### config.mk
export PLATFORM = sky130hd
export DESIGN_NAME = clock_divider_prog
export DESIGN_NICKNAME = d
export VERILOG_FILES = /design/src/rtl/clock_divider_prog.sv
export SDC_FILE = /design/constraint.sdc
export NUM_CORES = 1
export LEC_CHECK = 0
export ABC_AREA = 1
export CAP_MARGIN = 20
export CORE_AREA = 2 2 90 126
export DETAILED_ROUTE_END_ITERATION = 6
export DIE_AREA = 0 0 92 128
export GPL_TIMING_DRIVEN = 0
export PLACE_DENSITY = 0.81
export SLEW_MARGIN = 40
export SYNTH_ARGS = -nofsm -noshare
export SYNTH_HDL_FRONTEND = slang
export SYNTH_SLANG_ARGS = --single-unit
export TNS_END_PERCENT = 10
### constraint.sdc
create_clock -name clock_in -period 1.7 [get_ports clock_in]
set_input_delay 0.34 -clock clock_in [delete_from_list [all_inputs] [get_ports clock_in]]
set_output_delay 0.34 -clock clock_in [all_outputs]
set_load 0.1 [all_outputs]
### src/rtl/clock_divider_prog.sv
// Programmable clock divider: square-wave clock_out plus one-cycle tick, divisor reloaded at period boundaries.
// Latency: outputs registered, one clock_in edge after the deciding inputs; no flow control (free-running when enabled).
// Optional saturating terminal-event counter on wrap_count when CLOCK_DIVIDER_PROG_WRAPCNT_EN is defined.
module clock_divider_prog #(
  parameter int          WIDTH       = 28,
  parameter int unsigned DEFAULT_DIV = 25000
) (
  input  logic             clock_in,
  input  logic             reset,
  input  logic             enable,
  input  logic             clear,
  input  logic [WIDTH-1:0] div_in,
  input  logic             div_load,
  output logic             clock_out,
  output logic             tick,
`ifdef CLOCK_DIVIDER_PROG_WRAPCNT_EN
  output logic [15:0]      wrap_count,
`endif
  output logic [WIDTH-1:0] count,
  output logic [WIDTH-1:0] div_active
);

  localparam logic [WIDTH-1:0] DEF_DIV = WIDTH'(DEFAULT_DIV);

  logic [WIDTH-1:0] pending;
  logic             pending_vld;
  logic             term;

  // >= rather than == so a divisor shrunk below the running count ends the period at once
  assign term = enable && (count >= div_active);

  always_ff @(posedge clock_in) begin
    if (reset) begin
      count       <= '0;
      clock_out   <= 1'b0;
      tick        <= 1'b0;
      div_active  <= DEF_DIV;
      pending     <= '0;
      pending_vld <= 1'b0;
    end else if (clear) begin
      count     <= '0;
      clock_out <= 1'b0;
      tick      <= 1'b0;
    end else if (enable) begin
      if (term) begin
        count       <= '0;
        clock_out   <= ~clock_out;
        tick        <= 1'b1;
        pending_vld <= 1'b0;
        if (div_load)
          div_active <= div_in;
        else if (pending_vld)
          div_active <= pending;
      end else begin
        count <= count + 1'b1;
        tick  <= 1'b0;
        if (div_load) begin
          pending     <= div_in;
          pending_vld <= 1'b1;
        end
      end
    end else begin
      // Stopped counter has no boundary to wait for, so a load takes effect immediately
      tick <= 1'b0;
      if (div_load) begin
        div_active  <= div_in;
        pending_vld <= 1'b0;
      end
    end
  end

`ifdef CLOCK_DIVIDER_PROG_WRAPCNT_EN
  always_ff @(posedge clock_in) begin
    if (reset || clear)
      wrap_count <= '0;
    else if (term && (wrap_count != 16'hFFFF))
      wrap_count <= wrap_count + 16'd1;
  end
`endif

endmodule

Figure 1. Metal layers overlaid.
Scale bar: 20 um.
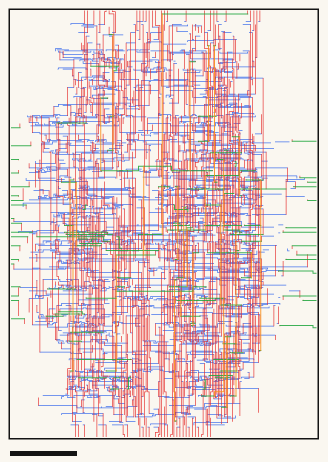
colour	layer	wire length
blue	met1	5350 um
red	met2	7870 um
orange	met4	742 um
green	met3	738 um

==> impl_metrics.ini <==
; flow metrics
[status]
outcome = complete, but fails checks
violations = setup timing

[flow_run]
maxCapViolations = 0
tool_warnings = 29

[cts]
clock-sinks = 87
post_cts_resized = 73
cts_setup_buffers = 26
numCtsBuffers = 9
cts_hold_buf = 0
cts_tree = yes

[pwr]
p_seq_mw = 2.11
p_comb_share_pct = 20.7
switching_share_pct = 31.5
irDropWorstVdd_uv = 611
top_power_group = clock
power_frac_seq_pct = 38.7

[detailed_routing]
wl_per_cell_um = 15.1
drtIter0Drc = 260
routed_via_density = 5.10
dr.pass1.iters = 4
vias = 4975

[final_layout]
layout.nets = 891
sh_comb_area_pct = 43.6
n_all_inverters = 93
seq_share_pct = 28.3
dominant_cells = multi-input combinational cells
seq_area_um2 = 1950
fin_area_um2 = 6890
lay_top_count = nand2_1
reg_top3 = count: 28 flops, div_active: 28 flops, pending: 28 flops
logic_gates = 493
clkCellAreaFrac_pct = 4.76

[floorplanning]
dieArea_um2 = 11800
chipWidth_um = 92
dieHeight_um = 128

[synthesis]
ys_types = 32
edf_count = 0
common_cells = nand2_1, nor2_1, inv_1, dfxtp_1, o21ai_0
adder_share_pct = 7.75
top_cell_area_share_pct = 37.2
topCellsByArea = dfxtp_1, nand2_1, nor2_1, ha_1, inv_1
ys_cells = 699
yosysChipArea_um2 = 4680
postSynthSeqShare_pct = 37.2
yosysWarnings = 0
ff_type = dfxtp_1
compound_area_share_pct = 9.76
ys_sh_mux_pct = 0
ys_sh_simple_pct = 32.7

[global_routing]
grt_pass1_vias = 4656
grt_pass1_wl_um = 22100
antenna_found_initial = 0

[sta]
fin_crit_ns = 2.17
worst_slew_pin_slew_ns = 0.600
finClkSkew_ns = 0.00715
hold_violations = 0
max_freq_mhz = 462
setup_ws_ns = -0.466
max_slew_margin_pct = 59.8
post-route-period-util_pct = 127
final-setup-viol-count = 87

[placed_design]
portBuffers = 89
place_ws_ns = -0.726
gp_routability_congestion = 0.858

[worst_setup_path]
worstPathArrival_ns = 2.42
crit_top_cell = nand2_2
cp.required_ns = 1.95
end_kind = register
crit_end = div_active[26]
critPathKind = reg2reg
cpPeakStageDelay_ns = 0.37

[worst_hold_path]
min_path_type = in2reg
Figure 2. Cell placement.
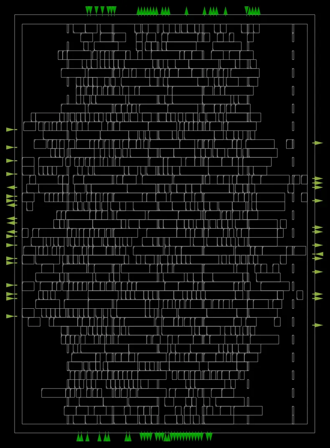
tap cells: 141
final non-filler cell total: 975
fillers: 867

==> worst reg2reg max path: cells and delay by family, from the launching register on <==
kind	cells	cell delay [ns]
AND-OR/OR-AND	2	0.28
adder cells (fa/ha/maj)	1	0.25
buffers and inverters	3	0.44
flip-flops	1	0.37
AND/OR/NAND/NOR	8	0.73
==> layer usage <==
layer | vias up | global-route usage, % | part of all wire [%]
li1 | 2448 | - | -
met3 | 58 | 3.76 | 5.0
met5 | - | 0 | 0
met2 | 191 | 44.2 | 54
met1 | 2278 | 25.3 | 36
met4 | 0 | 13.6 | 5.0
==> worst min path at each step <==
stage	endpoint	slack (ns)	cells after the start
after floorplan	pending_vld	0.41	1
after CTS	count[2]	0.41	3
after detailed placement	clock_out	0.44	1
final	count[2]	0.43	3
after global placement	clock_out	0.44	1
after global routing	count[2]	0.44	3
